`src/rtl/fetch_unit.sv`:
```
// ---------------------------------------------------------------------------
// fetch_unit
//   Instruction-fetch front end. Owns the PC, drives the instruction memory's
//   word-aligned read port, and buffers {pc, instr} pairs in a small FIFO for
//   decode. Supports branch/jump redirect (with flush) and halts on a
//   misaligned or out-of-range PC until redirected or reset.
//
// Parameters
//   RESET_PC    PC loaded on reset
//   FIFO_DEPTH  fetch buffer entries (power of two, >= 2)
//   IMEM_WORDS  instruction memory size in 32-bit words
//
// Ports
//   clk             clock, rising edge
//   rst             asynchronous active-high reset
//   imem_addr       byte address to instruction memory (the PC register)
//   imem_instr      instruction word returned combinationally for imem_addr
//   redirect_valid  load redirect_pc this cycle (flushes the buffer)
//   redirect_pc     redirect target
//   out_valid       FIFO head valid
//   out_ready       decode accepts the head
//   out_instr       instruction at FIFO head (holds last value when empty)
//   out_pc          PC of FIFO head (holds last value when empty)
//   fault           fetch halted on a bad PC
//   fault_pc        offending PC, held while fault is high
//
// Optional feature (macro FETCH_PERF_EN)
//   perf_fetched    instructions delivered (pops), wraps mod 2^64
//   perf_stall      RUN cycles with the buffer full and no pop
// ---------------------------------------------------------------------------
module fetch_unit #(
  parameter logic [63:0] RESET_PC   = 64'h0,
  parameter int          FIFO_DEPTH = 2,
  parameter int          IMEM_WORDS = 256
) (
  input  logic        clk,
  input  logic        rst,
  output logic [63:0] imem_addr,
  input  logic [31:0] imem_instr,
  input  logic        redirect_valid,
  input  logic [63:0] redirect_pc,
  output logic        out_valid,
  input  logic        out_ready,
  output logic [31:0] out_instr,
  output logic [63:0] out_pc,
  output logic        fault,
  output logic [63:0] fault_pc
`ifdef FETCH_PERF_EN
  ,
  output logic [63:0] perf_fetched,
  output logic [63:0] perf_stall
`endif
);

  localparam int             AW         = (FIFO_DEPTH > 1) ? $clog2(FIFO_DEPTH) : 1;
  localparam logic [AW:0]    FULL_COUNT = (AW + 1)'(FIFO_DEPTH);
  localparam logic [61:0]    IMEM_LIMIT = 62'(IMEM_WORDS);

  typedef enum logic {S_RUN, S_FAULT} state_t;

  state_t        r_state;
  logic [63:0]   r_pc;
  logic [63:0]   r_fault_pc;
  logic [63:0]   r_hold_pc;
  logic [31:0]   r_hold_instr;
  logic [63:0]   r_mem_pc    [FIFO_DEPTH];
  logic [31:0]   r_mem_instr [FIFO_DEPTH];
  logic [AW-1:0] r_rd_ptr;
  logic [AW-1:0] r_wr_ptr;
  logic [AW:0]   r_count;

  logic          w_pop;
  logic          w_full;
  logic          w_pc_ok;
  logic          w_push;
  logic [63:0]   w_head_pc;
  logic [31:0]   w_head_instr;

  assign w_full       = (r_count == FULL_COUNT);
  assign w_pop        = out_valid & out_ready;
  assign w_pc_ok      = (r_pc[1:0] == 2'b00) && (r_pc[63:2] < IMEM_LIMIT);
  // A full buffer can still accept a push when the head leaves this cycle.
  assign w_push       = (r_state == S_RUN) && !redirect_valid && w_pc_ok &&
                        (!w_full || w_pop);
  assign w_head_pc    = r_mem_pc[r_rd_ptr];
  assign w_head_instr = r_mem_instr[r_rd_ptr];

  assign imem_addr = r_pc;
  assign out_valid = (r_count != '0);
  assign out_pc    = out_valid ? w_head_pc    : r_hold_pc;
  assign out_instr = out_valid ? w_head_instr : r_hold_instr;
  assign fault     = (r_state == S_FAULT);
  assign fault_pc  = r_fault_pc;

  // NOTE: buffer storage has no reset; r_count gates every read of it, so
  // reset only needs to clear the pointers and count.
  always_ff @(posedge clk) begin
    if (w_push) begin
      r_mem_pc[r_wr_ptr]    <= r_pc;
      r_mem_instr[r_wr_ptr] <= imem_instr;
    end
  end

  always_ff @(posedge clk or posedge rst) begin
    if (rst) begin
      r_state      <= S_RUN;
      r_pc         <= RESET_PC;
      r_fault_pc   <= '0;
      r_hold_pc    <= '0;
      r_hold_instr <= '0;
      r_rd_ptr     <= '0;
      r_wr_ptr     <= '0;
      r_count      <= '0;
    end else begin
      // Remember the current head so the outputs stay stable once empty.
      if (out_valid) begin
        r_hold_pc    <= w_head_pc;
        r_hold_instr <= w_head_instr;
      end

      if (redirect_valid) begin
        r_rd_ptr <= '0;
        r_wr_ptr <= '0;
        r_count  <= '0;
        r_pc     <= redirect_pc;
        if (redirect_pc[1:0] == 2'b00) begin
          r_state <= S_RUN;
        end else begin
          r_state    <= S_FAULT;
          r_fault_pc <= redirect_pc;
        end
      end else begin
        if (w_pop) begin
          r_rd_ptr <= r_rd_ptr + 1'b1;
        end
        if (w_push) begin
          r_wr_ptr <= r_wr_ptr + 1'b1;
          r_pc     <= r_pc + 64'd4;
        end
        case ({w_push, w_pop})
          2'b10:   r_count <= r_count + 1'b1;
          2'b01:   r_count <= r_count - 1'b1;
          default: r_count <= r_count;
        endcase
        if ((r_state == S_RUN) && !w_pc_ok) begin
          r_state    <= S_FAULT;
          r_fault_pc <= r_pc;
        end
      end
    end
  end

`ifdef FETCH_PERF_EN
  logic [63:0] r_perf_fetched;
  logic [63:0] r_perf_stall;

  always_ff @(posedge clk or posedge rst) begin
    if (rst) begin
      r_perf_fetched <= '0;
      r_perf_stall   <= '0;
    end else begin
      // A pop in a redirect cycle is still a delivered instruction.
      if (w_pop) begin
        r_perf_fetched <= r_perf_fetched + 64'd1;
      end
      if ((r_state == S_RUN) && w_full && !w_pop) begin
        r_perf_stall <= r_perf_stall + 64'd1;
      end
    end
  end

  assign perf_fetched = r_perf_fetched;
  assign perf_stall   = r_perf_stall;
`endif

endmodule

```
`config.mk`:
```
export PLATFORM = sky130hd
export DESIGN_NAME = fetch_unit
export DESIGN_NICKNAME = d
export VERILOG_FILES = /design/src/rtl/fetch_unit.sv
export SDC_FILE = /design/constraint.sdc
export NUM_CORES = 1
export LEC_CHECK = 0
export CAP_MARGIN = 10
export CORE_ASPECT_RATIO = 0.7
export CORE_MARGIN = 8
export CORE_UTILIZATION = 35
export DETAILED_ROUTE_END_ITERATION = 8
export SYNTH_ARGS = -nofsm -noshare
export SYNTH_HDL_FRONTEND = slang
export SYNTH_SLANG_ARGS = --single-unit
```
`constraint.sdc`:
```
create_clock -name clk -period 6.3 [get_ports clk]
set_input_delay 0.63 -clock clk [delete_from_list [all_inputs] [get_ports clk]]
set_output_delay 0.63 -clock clk [all_outputs]
set_load 0.05 [all_outputs]
```
==> run summary <==
State of the implementation.

- The flow ran to the end, and the final reports show no timing, DRC or antenna violations.
- For this design, Yosys synthesis ends with a cell count of roughly 1000.
- The count of maximum capacitance violations is 0, for reference.
- met1 track demand over resource after global routing is a little over a fifth.
- STA classifies the critical path endpoint as a primary output.
- The most heavily used metal layer in global routing is met2, for reference.
- Summing the sequential cell areas from Yosys gives 74.2% of the chip area.
- The main area contributors are sky130_fd_sc_hd__edfxtp_1, sky130_fd_sc_hd__dfrtp_1, sky130_fd_sc_hd__mux2_2, sky130_fd_sc_hd__mux2i_1, sky130_fd_sc_hd__a21oi_1.
- The count of port buffers added during placement is 325, for reference.
- For met2 alone, demand over resource in global routing was approximately a quarter.
- The number of clock sinks seen by CTS is 421, for reference.
- In the final report, the number of pins over their slew limit comes to 0.
- Averaged over all synthesized cells, the footprint is 15.8 um^2.
- The critical path startpoint category is a register, for reference.
- The final period utilization is about two thirds, for reference.
- The floorplan report gives the top-level pin count as approximately 330.
- The minimum clock period is around 4.2 ns, for reference.
- The cell count after synthesis came out at about 1000.
- The number of setup violations in the final report is 0, for reference.
- The number of global-route vias before repair is approximately 9700.
- Note, the detailed placer reported a final HPWL of 27100 um.
- The maximum root-to-sink buffer count is 3, for reference.
- The met1 wire length is 18100 um, for reference.
- The die is 268 um wide.
- The synthesized flop and latch total is 421, for reference.
- The per-cell via count in the routed design is ~4.7, for reference.
- The number of buffers inserted during clock tree synthesis is 42, for reference.
- The worst max-slew margin expressed relative to the limit is between 20 and 30%, for reference.
- Per the CTS log, the root buffer master is sky130_fd_sc_hd__clkbuf_16.
- The number of search-and-repair iterations in the first detailed-routing pass is 4, for reference.
- The leakage power in the latest report is 0.00769 uW.
- The post-route total power is 6860 uW, for reference.
- The Yosys warning count is 0, for reference.
- The xor/xnor share of the synthesized area is 0.113%, for reference.
- The number of nets in the synthesized netlist is around 1100.
- The share of cell area taken by muxes after synthesis is 15.3%, for reference.
- TritonRoute reported its final design rule violation total as 0.
- In this run, the synthesized area fraction spent on and/or/nand/nor cells is recorded as about 4.5%.
- The area of the chip is between 50000 and 60000 um^2, for reference.
- Sorting the synthesized cells by how often they occur yields sky130_fd_sc_hd__dfrtp_1, sky130_fd_sc_hd__edfxtp_1, sky130_fd_sc_hd__nor2_1.
- The pin count of the biggest net entering global routing is 109, for reference.
- According to the floorplan report, the die height is roughly 190 um.
- The post-detailed-route count of antenna-violating nets is 0, for reference.
- The routed design uses 3420 um of met3 wire.
- Per the post-run analysis, buffers plus inverters along the critical path come to 3.
- The highest fanout seen on the critical path is 98, for reference.
- The H-tree was split into 2 levels.
- For this run, asynchronously set or reset flops after synthesis account for 54.4%.
- Before placement the cells fill a little over a third of the core.
- The fill cell total of the finished layout is about 3800, for reference.
- Wire segments on met2 add up to 18200 um in the final route.
- The biggest cell delay along the critical path is 0.87 ns, for reference.
- The number of hold-repair buffers added at the cts stage is 0, for reference.
- The congestion estimate from routability-driven global placement came to between 0.7 and 0.8.
[registers in the layout (all words and copies together) (netlist names)]
register      count
r_count           2
r_wr_ptr          1
r_hold_instr     32
fault_pc         64
fault             1
r_mem_instr      64
r_hold_pc        64
r_mem_pc        128
r_rd_ptr          1
imem_addr        64
[layout by cell type (no fill, tap or decap), types with 2 or more instances in the layout]
cell,synthesis,layout
sky130_fd_sc_hd__and3_1,3,3
sky130_fd_sc_hd__clkbuf_1,34,11
sky130_fd_sc_hd__clkbuf_16,0,43
sky130_fd_sc_hd__nor2_4,0,2
sky130_fd_sc_hd__a21o_1,2,2
sky130_fd_sc_hd__nor2_1,116,114
sky130_fd_sc_hd__clkinv_1,0,4
sky130_fd_sc_hd__inv_1,6,5
sky130_fd_sc_hd__nand3_1,2,2
sky130_fd_sc_hd__edfxtp_1,192,192
sky130_fd_sc_hd__clkinv_2,0,9
sky130_fd_sc_hd__buf_12,0,3
sky130_fd_sc_hd__clkinvlp_4,0,4
sky130_fd_sc_hd__clkbuf_8,0,2
sky130_fd_sc_hd__a21oi_1,104,104
sky130_fd_sc_hd__nand2_1,11,10
sky130_fd_sc_hd__mux2i_1,110,110
sky130_fd_sc_hd__nor3b_1,3,3
sky130_fd_sc_hd__a31oi_1,3,2
sky130_fd_sc_hd__dfrtp_1,229,228
sky130_fd_sc_hd__mux2_2,112,112
sky130_fd_sc_hd__a221o_1,4,4
sky130_fd_sc_hd__clkdlybuf4s50_1,0,324
sky130_fd_sc_hd__nand2b_1,4,4
sky130_fd_sc_hd__clkinv_4,0,2
sky130_fd_sc_hd__buf_4,1,9
sky130_fd_sc_hd__nand4_1,2,2
sky130_fd_sc_hd__nor4_1,15,15
[final cells by class]
class	instances	area, um^2	share of cell area [%]
Sequential cell	421	11500	55.4
Multi-Input combinational cell	506	3820	18.4
Timing Repair Buffer	336	3370	16.2
Clock buffer	56	1140	5.52
Tap cell	594	743	3.58
Clock inverter	20	139	0.669
Inverter	6	26.3	0.127
[metrics by stage]
step           instances  cell area [um^2]  util, %  worst slack (ns)
2_1_floorplan        982             15500        -            -0.134
3_3_place_gp        1863             19500     44.5              2.69
3_5_place_dp        1863             19500     44.5              2.63
4_1_cts             1939             20700     47.4              2.03
5_1_grt             1939             20700     47.4              1.79
6_report            1939             20700     47.4              2.14
[final timing paths]
| path | start | to | slack, ns | depth (start not counted) |
|---|---|---|---|---|
| worst max-delay path | r_count[0]$_DFFE_PP0P_ | out_instr[3] | 2.14 | 6 |
| worst min-delay path | rst | r_hold_pc[36]$_DFF_PP0_ | 0.37 | 2 |
| worst max register to register | imem_addr[23]$_DFFE_PP0P_ | r_mem_pc[0][58]$_DFFE_PP_ | 2.83 | 6 |
| worst min register to register | fault_pc[62]$_DFFE_PP0P_ | fault_pc[62]$_DFFE_PP0P_ | 0.50 | 1 |
| max in group asynchronous | rst | r_rd_ptr$_DFFE_PP0P_ | 4.72 | 3 |
| min in group clk | fault_pc[62]$_DFFE_PP0P_ | fault_pc[62]$_DFFE_PP0P_ | 0.50 | 1 |
[where the power goes]
group	total (uW)	internal, uW	switching [uW]
Clock	2360	1320	1040
Combinational	1310	454	856
Sequential	3180	3050	130
Total	6860	4830	2030
Fig. 1: ports around the boundary
Pins as bars across the die edge, other pins in gray.
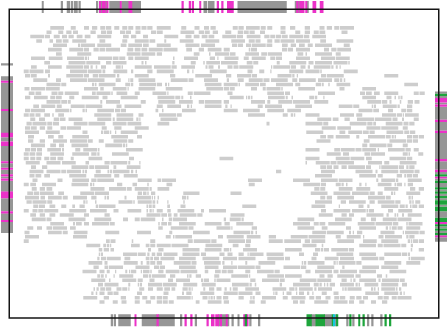
Key: out_pc = magenta [pins 64, direction output, edge 26 top, 15 left, 13 bottom, 10 right]; out_valid = cyan [pins 1, direction output, edge bottom]; out_instr = green [pins 32, direction output, edge 17 bottom, 15 right]
All pins by edge: 97 top, 87 bottom, 73 left, 69 right.

Fig. 2: clock network drawn from the DEF
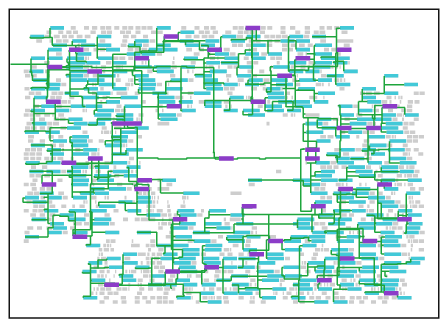
Key: clock wires = green [length 5280 um]; clock-net drivers = purple [count 42]; flip-flops = cyan [count 421]
Position of the flops: all over the die. There are 43 routed clock nets.
power drawn by the clock network: 2360 uW
worst setup skew after layout: 0.0186 ns
Clock Power Share: 34.5%
later-pin clock latency in the skew report: 0.54 ns

Fig. 3: signal wires by layer
Bar = 100 um.
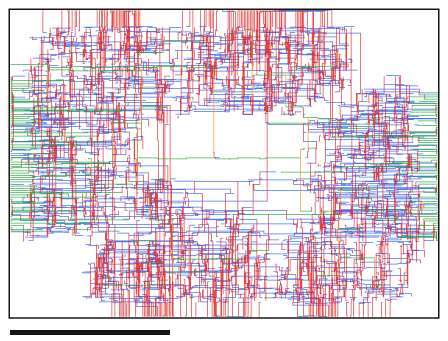
Key: M2 = red [wire length 18200 um]; M5 = purple [wire length 9.20 um]; M4 = orange [wire length 467 um]; M1 = blue [wire length 18100 um]; M3 = green [wire length 3420 um]
global-route total usage across every layer: 15.4%
final WL: 40200 um
Routed wire per std cell: 20.7 um
via total after detailed routing: 9162

No activity file was given, so power comes from the tool's default toggle rates.
